**src/rtl/hist_frame_seq.sv**
```systemverilog
// hist_frame_seq: frame sequencer for the 8-bit image histogram unit.
//
// Clears the histogram, streams exactly FRAME_PIXELS pixels into it over a
// valid/ready handshake, then reads every bin back in index order onto a
// valid/ready output stream and pulses done.
//
// Parameters:
//   NUM_BINS      histogram bin count, power of two, 2..256
//   FRAME_PIXELS  pixels per frame, 1..65535
//
// Ports:
//   clk, reset               clock, asynchronous active-high reset
//   start / busy / done      frame request, in-progress flag, completion pulse
//   pix_in/valid/ready       pixel input stream (consumed only in ACCUM)
//   hist_data_in, hist_enable, hist_resetm, hist_addr, hist_out
//                            histogram unit pins (dataIn, enable, resetm,
//                            histAddr, histOut)
//   bin_valid/ready, bin_count, bin_index, bin_last
//                            bin readout stream
//
// Build option:
//   HIST_FRAME_SEQ_CDF_EN    when defined, bin_count carries the saturating
//                            cumulative sum of bins 0..k instead of the raw
//                            bin k count.
module hist_frame_seq #(
  parameter int unsigned NUM_BINS     = 8,
  parameter int unsigned FRAME_PIXELS = 1024,
  localparam int unsigned AW          = $clog2(NUM_BINS)
) (
  input  logic          clk,
  input  logic          reset,
  input  logic          start,
  output logic          busy,
  input  logic [7:0]    pix_in,
  input  logic          pix_valid,
  output logic          pix_ready,
  output logic [7:0]    hist_data_in,
  output logic          hist_enable,
  output logic          hist_resetm,
  output logic [AW-1:0] hist_addr,
  input  logic [15:0]   hist_out,
  output logic          bin_valid,
  input  logic          bin_ready,
  output logic [15:0]   bin_count,
  output logic [AW-1:0] bin_index,
  output logic          bin_last,
  output logic          done
);

  localparam logic [15:0]   FrameCnt = 16'(FRAME_PIXELS);
  localparam logic [AW-1:0] LastBin  = AW'(NUM_BINS - 1);

  typedef enum logic [2:0] {
    StIdle, StClr, StAccum, StSettle, StRdAddr, StRdWait, StRdOut, StFin
  } state_e;

  state_e      state_q, state_d;
  logic [15:0] pix_cnt_q;
  logic [15:0] pix_cnt_inc;
  logic [15:0] capture_val;

  assign pix_cnt_inc = pix_cnt_q + 16'd1;

`ifdef HIST_FRAME_SEQ_CDF_EN
  // bin_count doubles as the running sum; it is cleared in CLR.
  logic [16:0] cdf_sum;
  assign cdf_sum     = {1'b0, bin_count} + {1'b0, hist_out};
  assign capture_val = cdf_sum[16] ? 16'hFFFF : cdf_sum[15:0];
`else
  assign capture_val = hist_out;
`endif

  always_comb begin
    state_d = state_q;
    case (state_q)
      StIdle:   if (start) state_d = StClr;
      StClr:    state_d = StAccum;
      StAccum:  if (pix_valid && (pix_cnt_inc == FrameCnt)) state_d = StSettle;
      StSettle: state_d = StRdAddr;
      StRdAddr: state_d = StRdWait;
      StRdWait: state_d = StRdOut;
      StRdOut:  if (bin_ready) state_d = (bin_index == LastBin) ? StFin : StRdAddr;
      StFin:    state_d = StIdle;
      default:  state_d = StIdle;
    endcase
  end

  always_ff @(posedge clk or posedge reset) begin
    if (reset) begin
      state_q      <= StIdle;
      pix_cnt_q    <= 16'd0;
      busy         <= 1'b0;
      pix_ready    <= 1'b0;
      hist_data_in <= 8'd0;
      hist_enable  <= 1'b0;
      hist_resetm  <= 1'b0;
      hist_addr    <= '0;
      bin_valid    <= 1'b0;
      bin_count    <= 16'd0;
      bin_index    <= '0;
      bin_last     <= 1'b0;
      done         <= 1'b0;
    end else begin
      state_q     <= state_d;
      // Flag outputs are registered copies of the next-state decode.
      busy        <= (state_d != StIdle);
      pix_ready   <= (state_d == StAccum);
      hist_resetm <= (state_d == StClr);
      bin_valid   <= (state_d == StRdOut);
      done        <= (state_d == StFin);
      bin_last    <= (state_d == StRdOut) && (bin_index == LastBin);
      hist_enable <= 1'b0;

      case (state_q)
        StClr: begin
          pix_cnt_q <= 16'd0;
          bin_index <= '0;
          bin_count <= 16'd0;
        end
        StAccum: begin
          if (pix_valid) begin
            hist_data_in <= pix_in;
            hist_enable  <= 1'b1;
            pix_cnt_q    <= pix_cnt_inc;
          end
        end
        // Address a returns bin a+1, so bin 0 is read from the top address.
        StSettle: hist_addr <= LastBin;
        StRdWait: bin_count <= capture_val;
        StRdOut: begin
          if (bin_ready && (bin_index != LastBin)) begin
            bin_index <= bin_index + 1'b1;
            hist_addr <= bin_index;  // (k+1)-1
          end
        end
        default: ;
      endcase
    end
  end

endmodule
```
**config.mk**
```make
export PLATFORM = sky130hd
export DESIGN_NAME = hist_frame_seq
export DESIGN_NICKNAME = d
export VERILOG_FILES = /design/src/rtl/hist_frame_seq.sv
export SDC_FILE = /design/constraint.sdc
export NUM_CORES = 1
export LEC_CHECK = 0
export ABC_AREA = 1
export CAP_MARGIN = 10
export CORE_MARGIN = 10
export CORE_UTILIZATION = 60
export DETAILED_ROUTE_END_ITERATION = 8
export DONT_BUFFER_PORTS = 1
export PLACE_DENSITY_LB_ADDON = 0.2
export SLEW_MARGIN = 25
export SYNTH_ARGS = -nofsm -noshare
export SYNTH_HDL_FRONTEND = slang
export SYNTH_SLANG_ARGS = --single-unit
```
**constraint.sdc**
```tcl
create_clock -name clk -period 4.6 [get_ports clk]
set_input_delay 0.46 -clock clk [delete_from_list [all_inputs] [get_ports clk]]
set_output_delay 0.46 -clock clk [all_outputs]
set_load 0.005 [all_outputs]
```
==> results.yml, run 1 <==
# generated from flow reports
outcome:
  status: "finished clean"
synth:
  yosys_area_sq_um: 2660
  synthMostInstantiatedCell: "nand2_1"
  aoi_share_pct: 4.99
  postSynthCellCount: 329
  top_area_cell: "dfrtp_1"
  synth_flops: 56
  edf_count: 0
  synth_seq_share_pct: 52.7
  synthMuxAreaShare_pct: 0
  synth-main-ff-cell: "dfrtp_1"
  ys_top_cells_by_area: "dfrtp_1 (53%), nand2_1 (16%), nand3_1 (6.6%)"
  syn_area_sq_um: 2660
  synth_cell_types: 25
  yosys_warnings: 0
  ys_cells: 329
  syn_avg_cell_area_sq_um: 8.08
  ys_top_logic_family: "simple AND/OR/NAND/NOR gates"
  fa_ha_area_share_pct: 1.88
sta:
  finalCritPeriodShare_pct: 49.3
  final.setup.tns_ns: 0
  whs_ns: 0.000955
  setup_viol_count_final: 0
  slew_violations: 0
  worst_pin_slew_ns: 0.725
  rsz0062_at_grt: "false"
  fin_crit_ns: 2.27
  layout_setup_ws_ns: 2.33
  relSlewSlack_pct: 51.6
power_and_ir_drop:
  finalPower_uw: 934
  p_leak_nw: 1.36
  peakVddDrop_mv: 0.263
final_layout:
  n_antenna_cell: 0
  bufAreaShareNonClock_pct: 0.269
  drive_gt1_share_pct: 7.58
  area_growth_pct: 4.99
  most-common-layout-cells: "nand2_1 (116), dfrtp_1 (56), nand3_1 (35)"
  multi_input_comb_cells: 230
  buffers_excl_clock: 1
  clk_share_pct: 3.45
  ff_count: 56
  fin_nets: 362
  fill_cells: 368
  comb_share_pct: 39.0
  inv_count: 35
  comb_area_sq_um: 1090
  mostFrequentLayoutCell: "nand2_1"
  final_cells: 382
  nClkBuffers: 6
grt:
  grt.overflow.total: 0
  grt_antenna_before_repair: 0
  grt_use_met1_pct: 20.1
  gr-usage-met2_pct: 25.6
  grt_max_degree: 39
clock_network:
  clkSlewWorstSetupHoldPaths_ns: 0.10
  cts_sinks: 56
  numCtsBuffers: 5
  cts.path.max_buffers: 2
  cts-htree-levels: 2
  post_cts_buffers: 0
  cts_tree: "done"
worst_setup_path:
  crit_path_cell_trace: "inv_1 > nand3_2 > nand2_1 > o22ai_1"
  worst-path-buf-inv: 1
  crit_fanout: 22
  cp.depth: 4
  cp.required_ns: 4.81
  cp.arrival_ns: 2.48
  crit_family: "simple AND/OR/NAND/NOR gates"
  cpPeakStageDelay_ns: 0.75
  worstSetupPathType: "flip-flop to flip-flop"
  end_kind: "flip-flop"
  cp_slowest_cell: "dfrtp_1"
  crit_end: "pix_cnt_q[4]$_DFFE_PP0P_"
  r2r_start: "state_q[2]$_DFF_PP0_"
  rr_endpoint: "pix_cnt_q[4]$_DFFE_PP0P_"
  worstSetupStartpoint: "state_q[2]$_DFF_PP0_"
die:
  io_pins: 66
  initCoreUtil_pct: 61.5
  num_rows: 24
  fp.dieW_um: 86.6
  taps: 52
detailed_routing:
  via_per_inst: 5.40
  wl_met1_um: 2590
  wl_met2_um: 2560
  top_layer: "met4"
  drt_iter0_markers: 152
  drc: 0
job:
  warnings: 27
  maxCapViolations: 0
placement:
  hpwl_um: 4390
==> run 1: logic make-up (layout without fill, tap and decap cells) <==
logic type,Yosys count,after routing
AND/OR/NAND/NOR,197,197
flip-flops,56,56
buffers and inverters,43,44
AND-OR/OR-AND,24,24
XOR/XNOR,5,5
adder cells (fa/ha/maj),4,4
==> run 1: worst reg2reg max path: stages, from the launching register on <==
cell and delay, ns:
dfrtp_1 0.75, inv_1 0.26, nand3_2 0.40, nand2_1 0.45, o22ai_1 0.32
==> run 1: state kept, by name, summed over array words and instances, names as in the netlist, 3 cells and up <==
signal and count:
pix_cnt_q 16, hist_addr 3, hist_data_in 8, bin_count 16
state_q 3, bin_index 3
==> run 1: where the power goes <==
group / internal, mW / switching (mW)
clock network: 0.124 / 0.158
logic: 0.0330 / 0.0643
registers: 0.519 / 0.0355
==> run_1/clock_map.png <==
The bar under the picture is 20 um long.
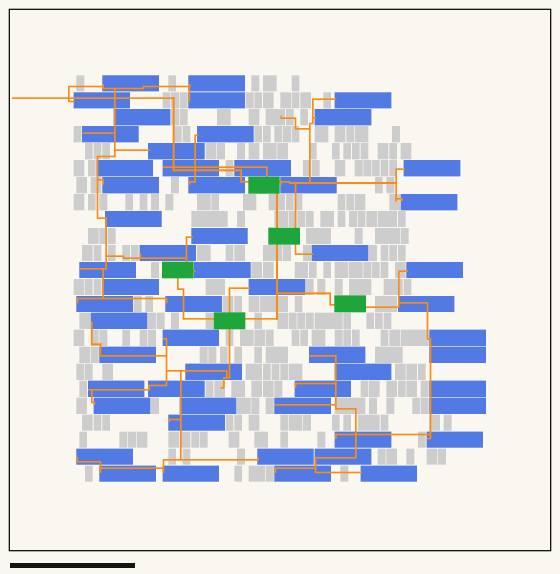
- green: cells driving clock nets (count 5)
- orange: clock wires (length 576 um)
- blue: flip-flops (count 56)
- routed clock nets: 6
Setup Skew: 0.00498 ns
Clk power: 282 uW
worst skew pair latency: 0.30 ns
clock group share of total power: 30.2%

==> run_1/metal_stack.png <==
Two of the layers only.
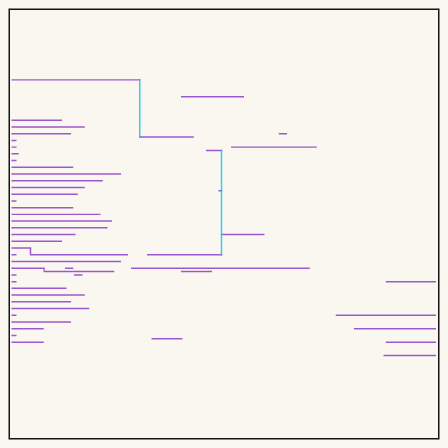
- cyan: met4 (wire length 32.6 um)
- purple: met3 (wire length 570 um)
gr usage total: 16.2%
DR vias: 2062
wire per inst: 15.1 um
routed wire length: 5750 um

==> run_1/cell_classes.png <==
The bar under the picture is 20 um long.
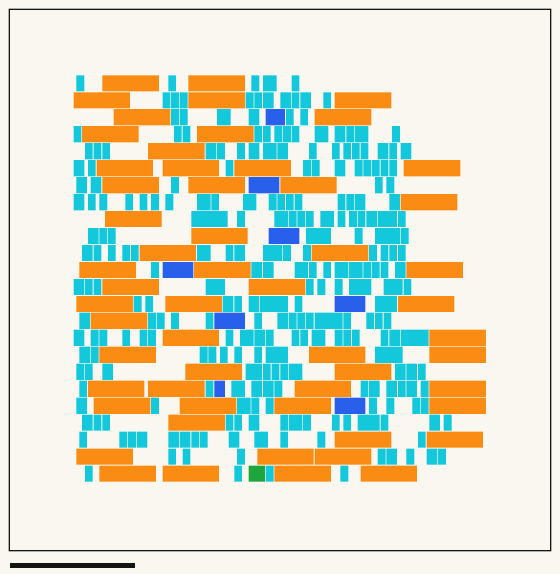
- orange: flip-flops (cells 56)
- green: other buffers and delay cells (cells 1)
- cyan: all other logic (cells 265)
- blue: clock drivers and dummy loads (cells 8)
Final Util: 64.5%
Core Box Area: 4320 sq um
flop share of the area: 50.2%
post-route cell area: 2790 sq um

==> run_1/final_clocks.png <==
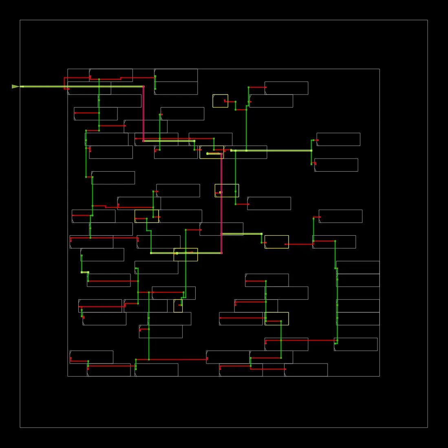

## Run 2: what changed since run 1
==> constraint.sdc (replaced) <==
create_clock -name clk -period 2.1 [get_ports clk]
set_input_delay 0.21 -clock clk [delete_from_list [all_inputs] [get_ports clk]]
set_output_delay 0.21 -clock clk [all_outputs]
set_load 0.005 [all_outputs]
==> run_2/final_clocks.png <==
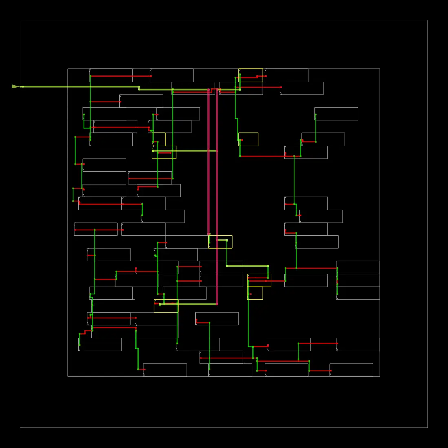
Setup Skew: 0.00684 ns
worst skew pair latency: 0.32 ns

==> results.yml, run 2 <==
# generated from flow reports
worst_setup_path:
  worst-path-buf-inv: 0
  cp.arrival_ns: 2.09
  cpPeakStageDelay_ns: 0.44
  worstSetupPathType: "flip-flop to flip-flop"
  crit_end: "pix_ready$_DFF_PP0_"
  cp.required_ns: 2.35
  rr_endpoint: "pix_ready$_DFF_PP0_"
  crit_family: "AND-OR/OR-AND gates"
  worstSetupStartpoint: "bin_index[0]$_DFFE_PP0P_"
  cp_slowest_cell: "dfrtp_1"
  crit_path_cell_trace: "ha_1 > ha_1 > o21ai_0 > a211oi_1 > nor2_1 > nand2_1 > nand2_2 > nand2_1 > nor2_1"
  r2r_start: "bin_index[0]$_DFFE_PP0P_"
  cp.depth: 9
outcome:
  status: "finished clean"
clock_network:
  cts-htree-levels: 2
  cts.path.max_buffers: 2
  numCtsBuffers: 5
  cts_sinks: 56
  clkSlewWorstSetupHoldPaths_ns: 0.10
  post_cts_buffers: 0
synth:
  fa_ha_area_share_pct: 1.88
  edf_count: 0
  syn_avg_cell_area_sq_um: 8.08
  synthMostInstantiatedCell: "nand2_1"
  synth_cell_types: 25
  synth_seq_share_pct: 52.7
  synth_flops: 56
  postSynthCellCount: 329
  synthMuxAreaShare_pct: 0
  top_area_cell: "dfrtp_1"
  syn_area_sq_um: 2660
  ys_cells: 329
  ys_top_cells_by_area: "dfrtp_1 (53%), nand2_1 (16%), nand3_1 (6.6%)"
  aoi_share_pct: 4.99
job:
  maxCapViolations: 0
  warnings: 27
power_and_ir_drop:
  powerComb_uw: 217
  clockPowerShare_pct: 30.4
  intPower_mw: 1.46
  p_leak_nw: 1.40
  power_sequential_mw: 1.21
  combinationalPowerShare_pct: 10.5
  maxPowerGroup: "sequential cells"
  switchingPower_uw: 593
  switching_share_pct: 28.9
  powerClk_uw: 625
sta:
  finalCritPeriodShare_pct: 87.5
  worst_pin_slew_ns: 0.664
  slew_violations: 0
  setup_viol_count_final: 0
  fin_crit_ns: 1.84
die:
  num_rows: 24
  design.core.area_sq_um: 4320
  initCoreUtil_pct: 61.5
detailed_routing:
  drt_wl_total_um: 5850
  drt_iter0_markers: 194
  top_layer: "met4"
  via_per_inst: 5.41
  wl_per_cell_um: 15.0
final_layout:
  final_cell_area_sq_um: 2870
  top_regs: "bin_count: 16 flops, pix_cnt_q: 16 flops, hist_data_in: 8 flops"
  drive_gt1_share_pct: 8.26
  fin_nets: 371
  most-common-layout-cells: "nand2_1 (116), dfrtp_1 (56), nand3_1 (35)"
  n_antenna_cell: 0
  mostFrequentLayoutCell: "nand2_1"
grt:
  gr-usage-met2_pct: 24.8
  grt_use_met1_pct: 21.5
  grt_max_degree: 57
  grt.overflow.total: 0
placement:
  hpwl_um: 4270
==> run_2/metal_stack.png <==
Two of the layers only.
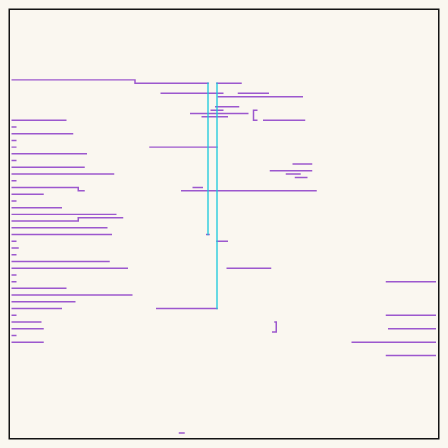
- purple: met3 (wire length 573 um)
- cyan: met4 (wire length 76.2 um)
DR vias: 2115
gr usage total: 16.7%

run 2: cell counts after synthesis:
Identical to the previous run, type by type.
run 2: cell type report:
type | instances | area (sq um)
sequential | 56 | 1400
clock inverter | 3 | 27.5
timing repair buffer | 10 | 90.1
inverter | 35 | 131
tap | 52 | 65.1
clock buffer | 5 | 68.8
multi-input combinational | 230 | 1090
fill | 357 | 1450
run 2: per-stage QoR:
stage          setup slack [ns]  hold slack, ns  std cells  util [%]  total power [mW]
2_1_floorplan             0.501           0.320        329         -              1.39
3_3_place_gp              0.331           0.320        377      62.8              1.44
3_5_place_dp              0.280           0.325        377      62.8              1.44
4_1_cts                   0.254         0.00161        390      66.2              2.06
5_1_grt                  0.0317         0.00232        391      66.4              2.16
6_report                  0.262         0.00370        391      66.4              2.06
Power is estimated from default activity; no workload was simulated.
